==> config.mk <==
export PLATFORM = sky130hd
export DESIGN_NAME = mem_wb_stage
export DESIGN_NICKNAME = d
export VERILOG_FILES = /design/src/rtl/mem_wb_stage.sv
export SDC_FILE = /design/constraint.sdc
export NUM_CORES = 1
export LEC_CHECK = 0
export CAP_MARGIN = 5
export CORE_MARGIN = 2
export CORE_UTILIZATION = 43
export DETAILED_ROUTE_END_ITERATION = 16
export PLACE_DENSITY = 0.79
export SKIP_LAST_GASP = 1
export SLEW_MARGIN = 20
export SYNTH_ARGS = -nofsm -noshare
export SYNTH_HDL_FRONTEND = slang
export SYNTH_SLANG_ARGS = --single-unit
==> constraint.sdc <==
create_clock -name clk -period 2.5 [get_ports clk]
set_input_delay 0.5 -clock clk [delete_from_list [all_inputs] [get_ports clk]]
set_output_delay 0.5 -clock clk [all_outputs]
set_load 0.02 [all_outputs]
==> src/rtl/mem_wb_stage.sv <==
// Memory-access / write-back stage: performs LD/ST over a req/ack data-memory
// port with a timeout, drives the register-file write-back port, and stalls upstream.
module mem_wb_stage #(
    parameter int unsigned TIMEOUT = 16,
    parameter int unsigned RD_W    = 3
) (
    input  logic            clk,
    input  logic            reset,
    input  logic            valid_ex,
    input  logic [5:0]      op_ex,
    input  logic [15:0]     ans_ex,
    input  logic [15:0]     DM_data,
    input  logic [RD_W-1:0] rd_ex,
    input  logic [15:0]     dm_rdata,
    input  logic            dm_ack,
    output logic            dm_req,
    output logic            dm_we,
    output logic [15:0]     dm_addr,
    output logic [15:0]     dm_wdata,
    output logic            wb_en,
    output logic [RD_W-1:0] wb_rd,
    output logic [15:0]     wb_data,
    output logic            stall,
    output logic            halted,
    output logic            mem_err
);

    localparam int unsigned DW  = 16;
    localparam int unsigned OPW = 6;
    localparam int unsigned CW  = 8;

    localparam logic [OPW-1:0] OP_LD  = 6'b010100;
    localparam logic [OPW-1:0] OP_ST  = 6'b010101;
    localparam logic [OPW-1:0] OP_HLT = 6'b010001;

    typedef enum logic [1:0] {
        S_IDLE = 2'd0,
        S_REQ  = 2'd1,
        S_HALT = 2'd2
    } state_t;

    state_t          state_q, state_d;
    logic [CW-1:0]   cnt_q, cnt_d;
    logic            dm_req_q, dm_req_d;
    logic            dm_we_q, dm_we_d;
    logic [DW-1:0]   dm_addr_q, dm_addr_d;
    logic [DW-1:0]   dm_wdata_q, dm_wdata_d;
    logic            wb_en_q, wb_en_d;
    logic [RD_W-1:0] wb_rd_q, wb_rd_d;
    logic [DW-1:0]   wb_data_q, wb_data_d;
    logic            halted_q, halted_d;
    logic            mem_err_q, mem_err_d;

    // Opcodes that retire with a register-file write of the ALU result
    function automatic logic is_wb_op(input logic [OPW-1:0] op);
        return op inside {[6'd0:6'd10], [6'd12:6'd15], 6'd22, [6'd25:6'd27]};
    endfunction

    always_comb begin
        state_d    = state_q;
        cnt_d      = cnt_q;
        dm_req_d   = dm_req_q;
        dm_we_d    = dm_we_q;
        dm_addr_d  = dm_addr_q;
        dm_wdata_d = dm_wdata_q;
        wb_en_d    = 1'b0;
        wb_rd_d    = wb_rd_q;
        wb_data_d  = wb_data_q;
        halted_d   = halted_q;
        mem_err_d  = mem_err_q;

        unique case (state_q)
            S_IDLE: begin
                if (valid_ex) begin
                    if (op_ex == OP_LD || op_ex == OP_ST) begin
                        state_d    = S_REQ;
                        cnt_d      = '0;
                        dm_req_d   = 1'b1;
                        dm_we_d    = (op_ex == OP_ST);
                        dm_addr_d  = ans_ex;
                        dm_wdata_d = DM_data;
                        wb_rd_d    = rd_ex;
                    end else if (op_ex == OP_HLT) begin
                        state_d  = S_HALT;
                        halted_d = 1'b1;
                    end else if (is_wb_op(op_ex)) begin
                        wb_en_d   = 1'b1;
                        wb_rd_d   = rd_ex;
                        wb_data_d = ans_ex;
                    end
                end
            end
            S_REQ: begin
                // An ack on the timeout edge still completes the access
                if (dm_ack) begin
                    state_d  = S_IDLE;
                    dm_req_d = 1'b0;
                    if (!dm_we_q) begin
                        wb_en_d   = 1'b1;
                        wb_data_d = dm_rdata;
                    end
                end else if (cnt_q == CW'(TIMEOUT - 1)) begin
                    state_d   = S_IDLE;
                    dm_req_d  = 1'b0;
                    mem_err_d = 1'b1;
                end else begin
                    cnt_d = cnt_q + CW'(1);
                end
            end
            S_HALT: begin
            end
            default: state_d = S_IDLE;
        endcase
    end

    always_ff @(posedge clk or posedge reset) begin
        if (reset) begin
            state_q    <= S_IDLE;
            cnt_q      <= '0;
            dm_req_q   <= 1'b0;
            dm_we_q    <= 1'b0;
            dm_addr_q  <= '0;
            dm_wdata_q <= '0;
            wb_en_q    <= 1'b0;
            wb_rd_q    <= '0;
            wb_data_q  <= '0;
            halted_q   <= 1'b0;
            mem_err_q  <= 1'b0;
        end else begin
            state_q    <= state_d;
            cnt_q      <= cnt_d;
            dm_req_q   <= dm_req_d;
            dm_we_q    <= dm_we_d;
            dm_addr_q  <= dm_addr_d;
            dm_wdata_q <= dm_wdata_d;
            wb_en_q    <= wb_en_d;
            wb_rd_q    <= wb_rd_d;
            wb_data_q  <= wb_data_d;
            halted_q   <= halted_d;
            mem_err_q  <= mem_err_d;
        end
    end

    assign dm_req   = dm_req_q;
    assign dm_we    = dm_we_q;
    assign dm_addr  = dm_addr_q;
    assign dm_wdata = dm_wdata_q;
    assign wb_en    = wb_en_q;
    assign wb_rd    = wb_rd_q;
    assign wb_data  = wb_data_q;
    assign halted   = halted_q;
    assign mem_err  = mem_err_q;
    assign stall    = (state_q != S_IDLE);

endmodule

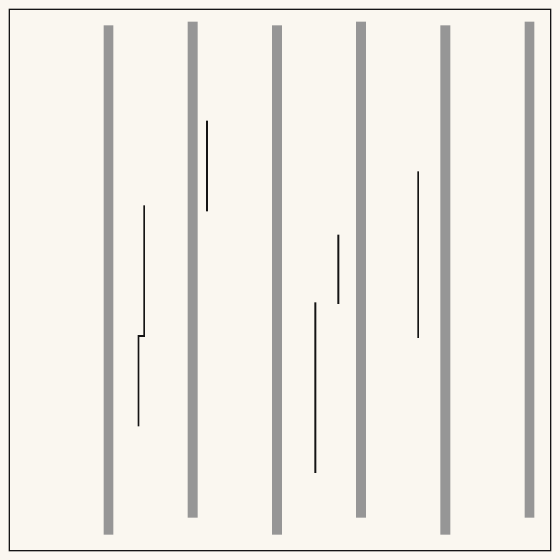
(images/met4.png)
Supply wires on this layer in gray.
- main direction: vertical
- wire length on this layer: 115 µm
- nets with wire on the layer: 3
- share of all routed wire: 1.5%
- longest straight run: 27.2 µm
Final Routed Wirelength: 7.64 mm
via count: 2614

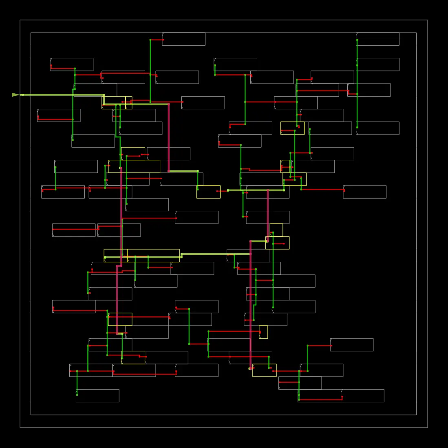
(images/final_clocks.png)
Latency at later pin: 340 ps
cts bufs inserted: 9
CLK BUF: 11
clk pwr: 983 µW

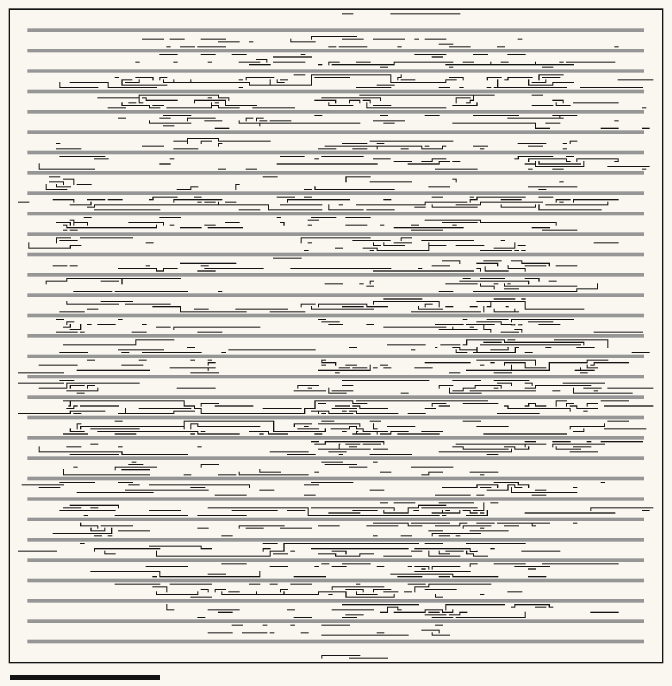
(images/met1.png)
The bar under the picture is 20 µm long. Supply wires on this layer in gray.
- main direction: horizontal
- share of all routed wire: 43%
- nets with wire on the layer: 413
met1 usage: 26.9%

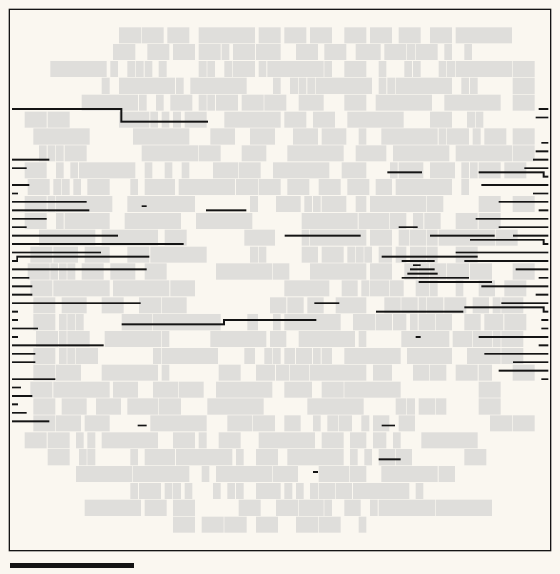
(images/met3.png)
The bar under the picture is 20 µm long. Cells faint in the background.
- share of all routed wire: 7.7%
- longest straight run: 27.4 µm
met3 Track Usage GR: 6.45%

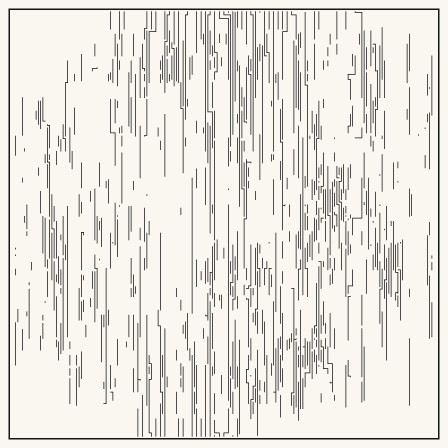
(images/met2.png)
- main direction: vertical
- longest straight run: 39.8 µm
- nets with wire on the layer: 422
- wire length on this layer: 3680 µm
M2 GR Usage: 33.8%

==> cells in the final DEF, fill, tap and decap left out, types with 2 or more instances in the layout <==
cell type        instances
nor2_1                   5
clkinv_2                 2
mux2_1                   9
or4_1                    6
nand2_1                110
buf_4                   12
clkdlybuf4s50_1        117
nor3b_1                  2
bufinv_16                2
inv_1                    3
and2_1                   5
clkbuf_8                10
and3_1                   2
nand3_1                  9
buf_12                   3
a211oi_1                 2
a21o_1                   2
dfrtp_1                 66
o21ai_0                  2
mux2_2                  23
o211ai_1                 8
a22oi_1                  3
==> routing by layer <==
metal	track usage, %	up-vias
li1	-	1250
met1	26.9	1255
met2	33.8	97
met3	6.45	12
met4	8.52	0
met5	0	-
==> synthesized netlist by cell type, drive strengths merged <==
cell type,count,area (µm²)
a211o,1,8.76
a211oi,2,15.0
a21o,2,15.0
a22oi,3,22.5
a31o,1,8.76
a41o,1,10.0
a41oi,1,8.76
and2,5,31.3
and3,2,12.5
and3b,1,8.76
and4,1,8.76
buf,6,36.3
clkbuf,6,22.5
dfrtp,66,1650
ha,1,12.5
inv,4,15.0
mux2,32,360
mux2i,1,10.0
nand2,110,413
nand2b,1,6.26
nand3,10,50.1
nand3b,1,7.51
nand4,1,6.26
nor2,5,18.8
nor2b,1,6.26
nor3b,2,15.0
nor4b,1,15.0
nor4bb,1,10.0
o211ai,8,60.1
o21ai,3,15.0
o31a,1,8.76
o31ai,2,28.8
or4,6,45.0
==> power by group through the flow <==
stage / Combinational (µW) / Sequential [µW] / Clock, µW
final: 1050 / 1380 / 983
after global routing: 1120 / 1410 / 1060
after CTS: 1060 / 1380 / 1010
after detailed placement: 1060 / 1400 / 0
after global placement: 1040 / 1390 / 0
after floorplan: 240 / 1620 / 0
==> registers in the layout, indices dropped and copies added, names as in the netlist <==
signal    flops
halted        1
dm_addr      16
dm_wdata     16
dm_we         1
mem_err       1
cnt_q         8
state_q       2
wb_data      16
wb_en         1
wb_rd         3
dm_req        1
==> metrics by stage <==
step                      power, µW  std cells
after floorplan                1860        289
after global placement         2430        489
after detailed placement       2450        489
after CTS                      3450        505
after global routing           3590        505
final                          3410        505
==> logic make-up after synthesis <==
family	after synthesis	share of synthesized area, %
flops	66	55.7
compound gates	25	6.80
buf+inv	16	2.49
fa+ha+maj	1	0.422
simple gates	148	22.1
mux	33	12.5
==> critical path: cells and delay by family (launching register included) <==
family | cells | cell delay (ps)
compound gates | 2 | 970
simple gates | 2 | 720
flops | 1 | 430
==> path summary, 6_finish.rpt <==
path                          endpoint  slack [ps]      from  cells past startpoint
max                           cnt_q[1]         290  cnt_q[4]                      4
min                            mem_err         470   mem_err                      1
max reg2reg                   cnt_q[1]         290  cnt_q[4]                      4
min reg2reg                    mem_err         470   mem_err                      1
max in group asynchronous     cnt_q[4]        1680     reset                      3
min in group asynchronous  dm_wdata[6]         550     reset                      3
==> final cells by class <==
cell class | instances | share of cell area (%)
clock buffer | 11 | 3.11
clock inverter | 5 | 1.70
timing repair buffer | 132 | 29.0
tap | 80 | 2.20
multi-input combinational | 207 | 27.4
inverter | 4 | 0.330
sequential | 66 | 36.3
==> results.yml <==
# flow metrics
power:
  power.density_nw_per_um2: 750
  vdd_drop_max_mv: 0.449
  p_comb_share_pct: 30.7
  swShare_pct: 29.7
  power.switching_uw: 1020
synthesis:
  postSynthSeqShare_pct: 55.7
  ys_cells: 289
  ys_chip_area_um2: 2960
  synth_warnings: 0
  ys_ff: 66
  avgSynthCellArea_um2: 10.3
  netlist_area_um2: 2960
  syn_inst: 289
  synth_cell_types: 37
clock_tree:
  cts_buffer_depth: 2
  cts-htree-levels: 3
  clk_pin_slew_worst_paths_ps: 70
  cts_resized: 0
  ctsHoldBuffers: 0
global_route:
  grt_use_total_pct: 21.2
  grt_max_degree: 67
  grt_pass1_vias: 2619
  overflow: 0
  grt_pass1_wl_mm: 12.4
routing:
  drc: 0
  wl_met2_mm: 3.68
  dr_wl_met3_um: 585
  first_pass_iters: 4
  met1_length_mm: 3.26
  drtIter0Drc: 213
  vias_per_cell: 5.18
  post_drt_wl_per_cell_um: 15.1
setup_path:
  crit_type: "flop to flop"
  worstPathMaxFanout: 15
  cp_cell_sequence: "or4_1 -> o21ai_1 -> nand2_1 -> a31o_2"
  start_kind: "flop"
  worstPathArrival_ps: 2440
  crit_required_ps: 2730
  cpPeakStageDelay_ps: 690
layout:
  antenna_cells: 0
  drive_gt1_share_pct: 13.9
  utilization_pct: 67.8
  seq_area_um2: 1650
  fill_cells: 535
timing:
  worst_pin_slew_ps: 860
  worst_slack_ps: 287
  max_freq_mhz: 452
  max-slew-margin-rel_pct: 42.3
  hold_slack_ps: 471
  fin_setup_tns_ps: 0
  hold_violations: 0
  slew_violations: 0
  rsz0062_at_grt: "false"
  skew_ps: 8.85
floorplan:
  core_area_um2: 6720
  core.rowCount: 30
  fp.dieH_um: 87.0
  dieWidth_um: 87.0
  io_pins: 118
  dieArea_um2: 7570
outcome:
  status: "complete, no violations"
placement:
  placed_cell_area_um2: 4330
  gp_congestion: 0.836
  port_buffers: 117
  place_ws_ps: 43.1
  hpwl_mm: 5.51
run:
  warnings: 26
min_path:
  min_path_type: "flop to flop"
Power is estimated from default activity; no workload was simulated.
